<file path="config.mk">
export PLATFORM = sky130hd
export DESIGN_NAME = fifo_rd_ctrl
export DESIGN_NICKNAME = d
export VERILOG_FILES = /design/src/rtl/fifo_pkg.sv /design/src/rtl/fifo_rd_skid.sv /design/src/rtl/fifo_rd_ctrl.sv
export SDC_FILE = /design/constraint.sdc
export NUM_CORES = 1
export LEC_CHECK = 0
export ABC_CLOCK_PERIOD_IN_PS = 3900
export CORE_ASPECT_RATIO = 0.8
export CORE_UTILIZATION = 52
export CTS_CLUSTER_SIZE = 14
export DETAILED_ROUTE_END_ITERATION = 10
export GPL_ROUTABILITY_DRIVEN = 0
export HOLD_SLACK_MARGIN = 0.1
export PLACE_DENSITY = 0.84
export SLEW_MARGIN = 10
export SYNTH_ARGS = -nofsm -noshare
export SYNTH_HDL_FRONTEND = slang
export SYNTH_SLANG_ARGS = --single-unit
</file>
<file path="constraint.sdc">
create_clock -name clk -period 3.9 [get_ports clk]
set_input_delay 0.78 -clock clk [delete_from_list [all_inputs] [get_ports clk]]
set_output_delay 0.78 -clock clk [all_outputs]
set_load 0.02 [all_outputs]
</file>
<file path="src/rtl/fifo_pkg.sv">
// Shared types for the FIFO read-side blocks: default word width, word type
// and the holding-buffer occupancy encoding.
package fifo_pkg;

   localparam int FIFO_WIDTH = 8;

   typedef logic [FIFO_WIDTH-1:0] fifo_word_t;

   typedef enum logic [1:0] {
      OCC_EMPTY = 2'd0,
      OCC_ONE   = 2'd1,
      OCC_TWO   = 2'd2
   } occ_t;

endpackage

</file>
<file path="src/rtl/fifo_rd_skid.sv">
// Two-entry holding buffer: absorbs words arriving one cycle after the read
// request so the consumer can stall without losing data.
module fifo_rd_skid
   import fifo_pkg::*;
#(
   parameter int WIDTH = FIFO_WIDTH
) (
   input  logic             clk,
   input  logic             rst_n,
   input  logic             push,
   input  logic [WIDTH-1:0] push_data,
   input  logic             pop,
   output logic [WIDTH-1:0] head,
   output occ_t             occ
);

   occ_t             occ_q;
   occ_t             occ_d;
   logic             head_ptr;
   logic             tail_ptr;
   logic             pop_ok;
   logic             push_ok;
   logic [WIDTH-1:0] mem [2];

   assign pop_ok  = pop & (occ_q != OCC_EMPTY);
   assign push_ok = push & ((occ_q != OCC_TWO) | pop_ok);
   // With one word held the tail is the other slot; when empty or full it
   // coincides with the head slot (the freed entry on a simultaneous pop).
   assign tail_ptr = head_ptr ^ (occ_q == OCC_ONE);

   // NOTE: sequential state is assigned with <= so every flop samples the
   // pre-edge value of the others, independent of process order.
   always_ff @(posedge clk or negedge rst_n) begin
      if (!rst_n) begin
         occ_q <= OCC_EMPTY;
      end else begin
         occ_q <= occ_d;
      end
   end

   // NOTE: occ_d takes a default before the case so no path leaves it
   // unassigned, which would otherwise infer a latch.
   always_comb begin
      occ_d = occ_q;
      if (push_ok && !pop_ok) begin
         if (occ_q == OCC_EMPTY) occ_d = OCC_ONE;
         else                    occ_d = OCC_TWO;
      end else if (pop_ok && !push_ok) begin
         if (occ_q == OCC_TWO)   occ_d = OCC_ONE;
         else                    occ_d = OCC_EMPTY;
      end
   end

   // NOTE: the storage entries are reset too, so the head reads as zero out
   // of reset rather than X.
   always_ff @(posedge clk or negedge rst_n) begin
      if (!rst_n) begin
         head_ptr <= 1'b0;
         mem[0]   <= '0;
         mem[1]   <= '0;
      end else begin
         if (push_ok) mem[tail_ptr] <= push_data;
         if (pop_ok)  head_ptr      <= ~head_ptr;
      end
   end

   always_comb begin
      head = mem[head_ptr];
      occ  = occ_q;
   end

endmodule

</file>
<file path="src/rtl/fifo_rd_ctrl.sv">
// Read-side controller: issues FIFO reads against a two-word credit and
// presents the buffered words as a valid/ready stream.
module fifo_rd_ctrl #(
   parameter int FIFO_WIDTH  = fifo_pkg::FIFO_WIDTH,
   parameter int COUNT_WIDTH = 16
) (
   input  logic                   clk,
   input  logic                   rstN,
   input  logic                   enable,
   input  logic                   fifo_empty,
   output logic                   fifo_rd_en,
   input  logic [FIFO_WIDTH-1:0]  fifo_data,
   output logic                   m_valid,
   input  logic                   m_ready,
   output logic [FIFO_WIDTH-1:0]  m_data,
   output logic [COUNT_WIDTH-1:0] rd_count,
   output logic                   idle
);
   import fifo_pkg::*;

   occ_t       occ;
   logic [1:0] occ_bits;
   logic [2:0] level;
   logic       inflight;
   logic       pop;
   logic       credit;

   assign occ_bits = occ;
   assign pop      = m_valid & m_ready;
   // Words already owed to the buffer; a pop this cycle frees one slot early,
   // which is what sustains one word per cycle.
   assign level    = {1'b0, occ_bits} + {2'b00, inflight};
   assign credit   = level < (3'd2 + {2'b00, pop});

   assign fifo_rd_en = enable & ~fifo_empty & credit;
   assign m_valid    = (occ != OCC_EMPTY);
   assign idle       = (occ == OCC_EMPTY) & ~inflight;

   always_ff @(posedge clk or negedge rstN) begin
      if (!rstN) begin
         inflight <= 1'b0;
         rd_count <= '0;
      end else begin
         inflight <= fifo_rd_en;
         if (pop) rd_count <= rd_count + 1'b1;
      end
   end

   fifo_rd_skid #(
      .WIDTH (FIFO_WIDTH)
   ) u_skid (
      .clk       (clk),
      .rst_n     (rstN),
      .push      (inflight),
      .push_data (fifo_data),
      .pop       (pop),
      .head      (m_data),
      .occ       (occ)
   );

endmodule

</file>
==> flow_summary.toml, run 1 <==
# generated from flow reports
[sta]
max_freq_mhz = 303
timing_hold_violations_final = 0
finalClockSkew_ps = 8.94
period_needed_ps = 3300
worst-slew-pin-transition_ps = 811
final.setup.tns_ps = 0

[global_routing]
antenna_found_initial = 0
met3_usage_pct = 5.48
grt.met1_usage_pct = 27.2
grt_overflow_total = 0
grt_max_degree = 37

[routing]
detail-route-antenna-nets = 0
drt-met1-wl_um = 1430
drt-total-wl_um = 3240
met2_wirelength_um = 1620
top_signal_layer_used = "met4"

[finish]
drive_gt1_share_pct = 21.5
post-route-util_pct = 75.3

[placed_design]
place_worst_setup_slack_ps = 598

[power]
cellLeakagePower_nw = 0.955
switching_share_pct = 34.8
clock_power_share_pct = 17.2

[logic_synthesis]
synth-edff-count = 0
postSynthNetCount = 143
numSynthFlops = 36
postSynth.topFlopCell = "dfrtp_1"
netlist_area_sq_mm = 0.00163
synthTopCellsByArea = "dfrtp_1 55%, mux2_2 17%, xnor2_1 7.0%, ha_1 3.1%, xor2_1 2.7%"
netlist.top_cell.by_area = "dfrtp_1"
gate_count_of_the_mapped_netlist = 126
yosys_warnings = 0
yosysCellCount = 126

[clock_tree]
htreeDepth = 2
cts_buffer_depth = 2
clkTransAtPathRegs_ps = 70
clkSinkCount = 36

[critical_path]
r2r_end = "u_skid.mem[4]"
timing.critical_path.depth = 6
timing.setup.critical_path_class = "in2out"
worstSetupStartpoint = "m_ready"
timing.critical_path.cells = "clkdlybuf4s50_1 -> and2_4 -> inv_2 -> o21ai_0 -> and3_1 -> clkdlybuf4s50_1"

[flow_run]
warnings = 26
max_cap_violations = 0

[outcome]
status = "finished clean"

[min_path]
type_of_the_tightest_min_delay_check = "reg2reg"
run 1: registers in the layout, indices dropped and copies added (netlist names):
signal,cells
u_skid.mem,16
inflight,1
rd_count,16
u_skid.head_ptr,1
u_skid.occ,2
run 1: placed cells by master (no fill, tap or decap), types with 2 or more instances in the layout:
cell type and instances:
nand3_1 8, nor3_1 2, xnor2_1 13, clkbuf_8 6, nand2_1 7, dfrtp_1 36
ha_1 4, nor2_1 5, xor2_1 5, nor4_1 2, nor2b_1 3, and3_1 4
mux2_2 24, clkdlybuf4s50_1 39
run 1: power by group through the flow:
stage	registers [W]	logic [W]	clock network, W
2_1_floorplan	0.000594	0.000451	0
3_3_place_gp	0.000602	0.000696	0
3_5_place_dp	0.000614	0.000720	0
4_1_cts	0.000609	0.000724	0.000283
5_1_grt	0.000632	0.000765	0.000297
6_report	0.000609	0.000714	0.000275
run 1: cells by family after synthesis:
group | after synthesis | share of synthesized area [%]
DFF | 36 | 55.2
and+or+nand+nor | 35 | 12.0
muxes | 24 | 16.6
xor gates and xnor gates | 18 | 9.66
AOI/OAI and AO/OA | 5 | 2.38
buffers and inverters | 4 | 1.07
adders and majority gates | 4 | 3.07
run 1: final cells by class:
class / instances / area [sq um]
sequential: 36 / 901
multi-input combinational: 86 / 713
fill: 190 / 711
timing repair buffer: 40 / 398
clock buffer: 7 / 86.3
tap: 38 / 47.5
clock inverter: 1 / 7.51
inverter: 2 / 7.51
run 1: metrics by stage:
stage	total power, W	hold WS, ps	cells	area [sq um]
2_1_floorplan	0.00104	475	126	1630
3_3_place_gp	0.00130	460	202	2070
3_5_place_dp	0.00133	485	202	2070
4_1_cts	0.00162	496	210	2160
5_1_grt	0.00169	507	210	2160
6_report	0.00160	491	210	2160
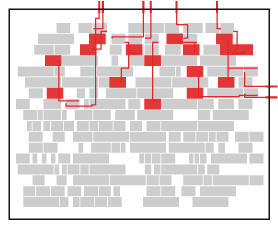
*Wires at chosen ports, followed through buffers, run 1*
(4 px per um)
fifo_data: shown in red, bits 8, direction input, edge 6 north, 2 east, end cells 16, wire 206 um.
input/output buffers: 39
top-level port count: 40

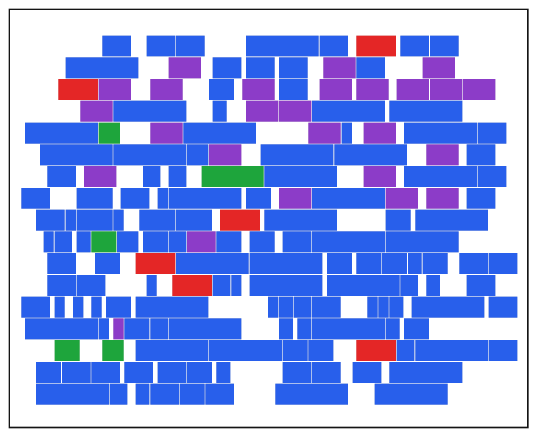
*Cell sizes after repair, run 1*
(8 px per um)
_3 and _4 cells: shown in green, cells 5, share 2.9%. _0 and _1 cells: shown in blue, cells 135, share 78%. _6 and larger: shown in red, cells 6, share 3.5%. _2 cells: shown in purple, cells 26, share 15%.
total of plain and repair buffers excluding clock buffers: 40
synthesis-to-layout area growth: 32.4%
min setup slack post-route: 603 ps
area of all placed cells without fillers: 0.00216 sq mm

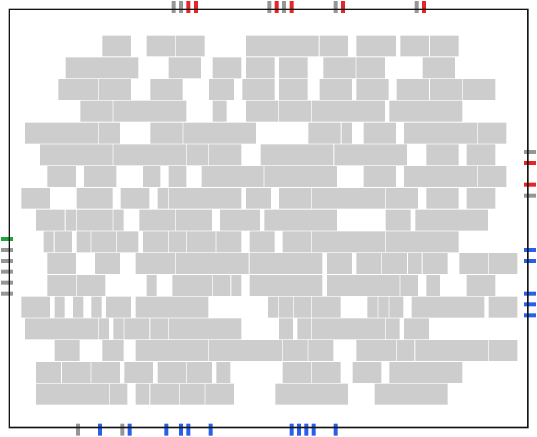
*I/O pins on the die edge, run 1*
(8 px per um) Pins as bars across the die edge, other pins in grey.
fifo_rd_en: shown in green, pins 1, direction output, edge west. rd_count: shown in blue, pins 16, direction output, edge 11 south, 5 east. fifo_data: shown in red, pins 8, direction input, edge 6 north, 2 east.
vertical die size: 52.1 um
Die X: 64.6 um

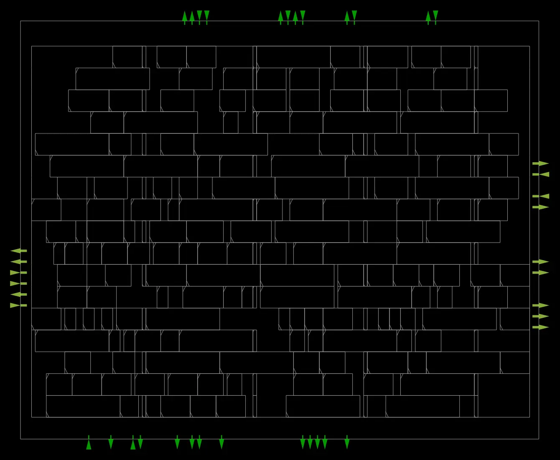
*Cell outlines without signal wires, run 1*
num rows: 17
area inside the core boundary: 0.00287 sq mm

==> run 2, diff against run 1 <==
ABC_CLOCK_PERIOD_IN_PS = 3000   (was 3900)
CORE_UTILIZATION = 44   (was 52)
PLACE_DENSITY = 0.75   (was 0.84)
clock period = 3 ns   (was 3.9 ns; I/O delays follow)
==> run 2 against run 1 <==
Net effect:
- non-clock buffer count up 2
- power is 37% higher
- first-iteration DRC count is 61% lower
- register-to-register slack got worse by 600 ps
- via count is 0.18% higher
- clock-buffer cell count unchanged
- final area grew 2.4%
- final cell count is 2.9% higher
- critical path type unchanged
- critical endpoint unchanged
- largest cell class unchanged
==> flow_summary.toml, run 2 <==
# generated from flow reports
[outcome]
status = "finished clean"

[floorplanning]
num_rows = 19
num_io_pins = 40
area_inside_the_core_boundary_sq_mm = 0.00349

[clock_tree]
clkTransAtPathRegs_ps = 70
htreeDepth = 2

[logic_synthesis]
postSynth.topFlopCell = "dfrtp_1"
netlist.top_cell.by_area = "dfrtp_1"
yosysCellCount = 126
numSynthFlops = 36
gate_count_of_the_mapped_netlist = 126
synth-edff-count = 0

[finish]
final_layout_top_logic_cells = "39 x clkdlybuf4s50_1, 36 x dfrtp_1, 24 x mux2_2, 13 x xnor2_1, 8 x nand3_1"
layout.cells.most_common = "clkdlybuf4s50_1"
fill_cells = 266
finish.cell_count_without_fillers = 216
post-route-util_pct = 63.3

[placed_design]
postPlaceCellArea_sq_mm = 0.00209
dpl.cell_count = 208
input_output_buffers = 39
place_worst_setup_slack_ps = 142

[critical_path]
timing.critical_path.depth = 6
timing.setup.critical_path_class = "in2out"
r2r_end = "rd_count[15]"

[sta]
period_needed_ps = 2860
finalClockSkew_ps = 5.59

[power]
p_total_w = 0.00218

[global_routing]
grt_max_degree = 37
==> run 2: cell count changes in the layout (fill, tap and decap cells not counted), sizes merged <==
cell / change
clkinvlp: -1
buf: +2
bufinv: +1
==> run 2: metal layers <==
metal  wire [um]  track usage [%]  vias to the layer above
li1            -                -                      534
met1        1470             23.9                      551
met2        1440             26.0                       21
met3         105             4.13                        4
met4          46             6.86                        0
met5           0                0                        -
==> run 2: final cells by class <==
class / instances / area share, %
sequential: 36 / 40.7
multi-input combinational: 86 / 32.2
timing repair buffer: 42 / 18.7
clock buffer: 7 / 4.35
tap: 42 / 2.37
clock inverter: 1 / 1.36
inverter: 2 / 0.339
==> run 2: logic make-up (layout without fill, tap and decap cells) <==
| logic type | after synthesis | count (layout) | synth area share (%) |
|---|---|---|---|
| DFF | 36 | 36 | 55.2 |
| AOI/OAI and AO/OA | 5 | 5 | 2.38 |
| buffers and inverters | 4 | 52 | 1.07 |
| and+or+nand+nor | 35 | 35 | 12.0 |
| xor gates and xnor gates | 18 | 18 | 9.66 |
| muxes | 24 | 24 | 16.6 |
| adders and majority gates | 4 | 4 | 3.07 |
==> run 2: where the power goes <==
part           switching, W  internal (W)  total [W]
combinational      0.000409      0.000532   0.000941
sequential         0.000142      0.000647   0.000788
clock              0.000162      0.000293   0.000455
==> run 2: worst max-delay path by stage <==
stage	from	endpoint	slack [ps]
finish	m_ready	fifo_rd_en	140
global route	m_ready	fifo_rd_en	80
CTS	m_ready	fifo_rd_en	130
detailed placement	m_ready	fifo_rd_en	140
global placement	m_ready	fifo_rd_en	210
floorplan	u_skid.occ[0]	fifo_rd_en	1070
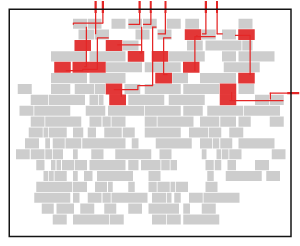
*Wires at chosen ports, followed through buffers, run 2*
(4 px per um)
fifo_data: shown in red, bits 8, direction input, edge 7 north, 1 east, end cells 16, wire 179 um.

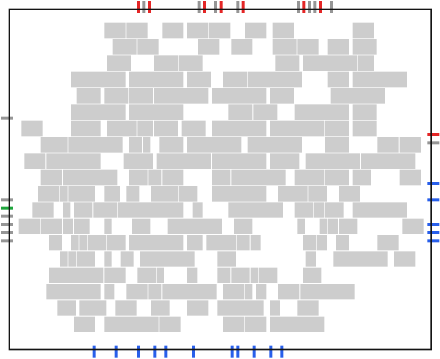
*I/O pins on the die edge, run 2*
(6 px per um) Pins as bars across the die edge, other pins in grey.
Die X: 70.1 um
vertical die size: 56.5 um

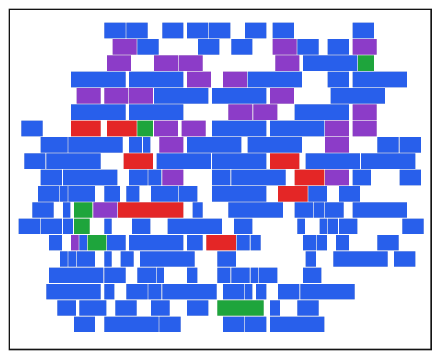
*Cell sizes after repair, run 2*
(6 px per um)
area of all placed cells without fillers: 0.00221 sq mm
min setup slack post-route: 137 ps

==> run 3, diff against run 2 <==
ABC_CLOCK_PERIOD_IN_PS = default   (was 3000)
CAP_MARGIN = 20   (was default)
==> run 3 against run 2 <==
Net effect:
- die size unchanged
- sequential power hardly changed
- fmax stayed put
- sequential share of layout area stayed put
- critical path depth did not move
- first-iteration DRC count is the same
- sequential cell count stayed put
- utilization is the same
==> flow_summary.toml, run 3 <==
# generated from flow reports
[floorplanning]
area_inside_the_core_boundary_sq_mm = 0.00349
die-width_um = 70.1
num_io_pins = 40
die_y_um = 56.5

[finish]
drive_gt1_share_pct = 23.0
fill_cells = 266
final_layout_top_logic_cells = "39 x clkdlybuf4s50_1, 36 x dfrtp_1, 24 x mux2_2, 13 x xnor2_1, 8 x nand3_1"
layout.cells.most_common = "clkdlybuf4s50_1"

[min_path]
type_of_the_tightest_min_delay_check = "reg2reg"

[global_routing]
grt_overflow_total = 0
globalRouteMet2Util_pct = 26.0
met3_usage_pct = 4.13
grt.met1_usage_pct = 23.9
grt_max_degree = 37

[clock_tree]
clkTransAtPathRegs_ps = 70
htreeDepth = 2
cts_buffer_depth = 2

[critical_path]
timing.critical_path.cells = "clkdlybuf4s50_1 -> and2_4 -> inv_2 -> o21ai_0 -> and3_1 -> clkdlybuf4s50_1"
timing.setup.critical_path_class = "in2out"

[sta]
finalClockSkew_ps = 5.59
timing_hold_violations_final = 0
final.setup.tns_ps = 0
worst-slew-pin-transition_ps = 466

[logic_synthesis]
netlist_area_sq_mm = 0.00163
yosys_warnings = 0
postSynth.topFlopCell = "dfrtp_1"
synth-edff-count = 0
postSynthNetCount = 143
gate_count_of_the_mapped_netlist = 126
numSynthFlops = 36
yosysCellCount = 126
synthTopCellsByArea = "dfrtp_1 55%, mux2_2 17%, xnor2_1 7.0%, ha_1 3.1%, xor2_1 2.7%"

[outcome]
status = "finished clean"

[power]
internal-power_w = 0.00147
cellLeakagePower_nw = 0.985
p_total_w = 0.00218
power_switching_w = 0.000713
combinationalPowerShare_pct = 43.1

[routing]
routed-wl-met3_um = 105
drt-total-wl_um = 3060
met2_wirelength_um = 1440
drt-met1-wl_um = 1470
top_signal_layer_used = "met4"

[placed_design]
input_output_buffers = 39
dpl.cell_count = 208
postPlaceCellArea_sq_mm = 0.00209
run 3: cell counts after synthesis:
No cell type changed its count.
run 3: worst max path at each step:
stage	startpoint	to	slack, ps	depth (start not counted)
2_1_floorplan	u_skid.occ[0]	fifo_rd_en	1070	5
3_3_place_gp	m_ready	fifo_rd_en	210	6
3_5_place_dp	m_ready	fifo_rd_en	140	6
4_1_cts	m_ready	fifo_rd_en	130	6
5_1_grt	m_ready	fifo_rd_en	80	6
6_report	m_ready	fifo_rd_en	140	6
run 3: cells by family after synthesis:
kind of cell / count (synthesis) / synth area share [%]
XOR/XNOR: 18 / 9.66
adder cells (fa/ha/maj): 4 / 3.07
multiplexers: 24 / 16.6
AND/OR/NAND/NOR: 35 / 12.0
flip-flops: 36 / 55.2
AND-OR/OR-AND: 5 / 2.38
buffers and inverters: 4 / 1.07
run 3: final cells by class:
type                            instances  area (sq um)  share of cell area [%]
Clock buffer                            7          96.3                    4.35
Clock inverter                          1          30.0                    1.36
Inverter                                2          7.51                   0.339
Multi-Input combinational cell         86           713                    32.2
Sequential cell                        36           901                    40.7
Tap cell                               42          52.6                    2.37
Timing Repair Buffer                   42           413                    18.7
run 3: power by group through the flow:
stage / clock network [W] / logic (W) / registers, W
global route: 0.000490 / 0.00101 / 0.000816
global placement: 0 / 0.000922 / 0.000782
floorplan: 0 / 0.000586 / 0.000772
CTS: 0.000466 / 0.000955 / 0.000789
finish: 0.000455 / 0.000941 / 0.000788
detailed placement: 0 / 0.000949 / 0.000796
run 3: stage by stage:
step           setup slack (ps)  hold WS (ps)  utilization (%)
6_report                    137           472             63.3
5_1_grt                    81.8           488             63.3
4_1_cts                     128           477             63.3
3_5_place_dp                142           467             59.7
3_3_place_gp                210           461             59.7
2_1_floorplan              1070           304                -
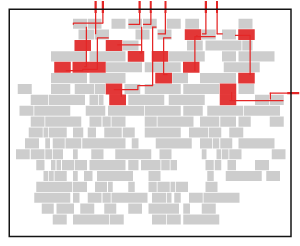
*Wires at chosen ports, followed through buffers, run 3*
(4 px per um)
fifo_data: shown in red, bits 8, direction input, edge 7 north, 1 east, end cells 16, wire 179 um.

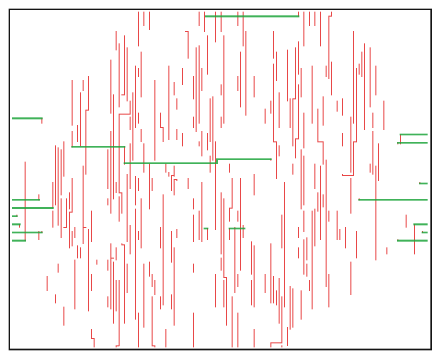
*Wiring by layer, run 3*
(6 px per um) Two of the layers only.
metal 2: shown in red, wire length 1,440 um. metal 3: shown in green, wire length 106 um.
number of vias in the routed layout: 1,110
overall global routing resource usage: 17.2%

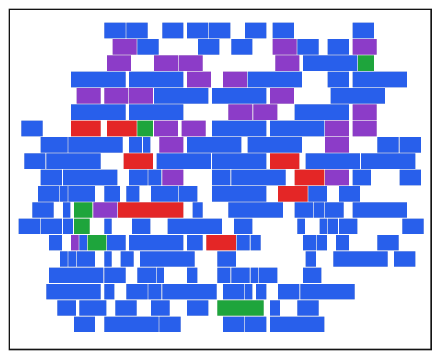
*Cell sizes after repair, run 3*
(6 px per um)
_3 and _4 cells: shown in green, cells 6, share 3.4%. _0 and _1 cells: shown in blue, cells 134, share 77%. _2 cells: shown in purple, cells 26, share 15%. _6 and larger: shown in red, cells 8, share 4.6%.
total of plain and repair buffers excluding clock buffers: 42
synthesis-to-layout area growth: 35.7%

No activity file was given, so power comes from the tool's default toggle rates.
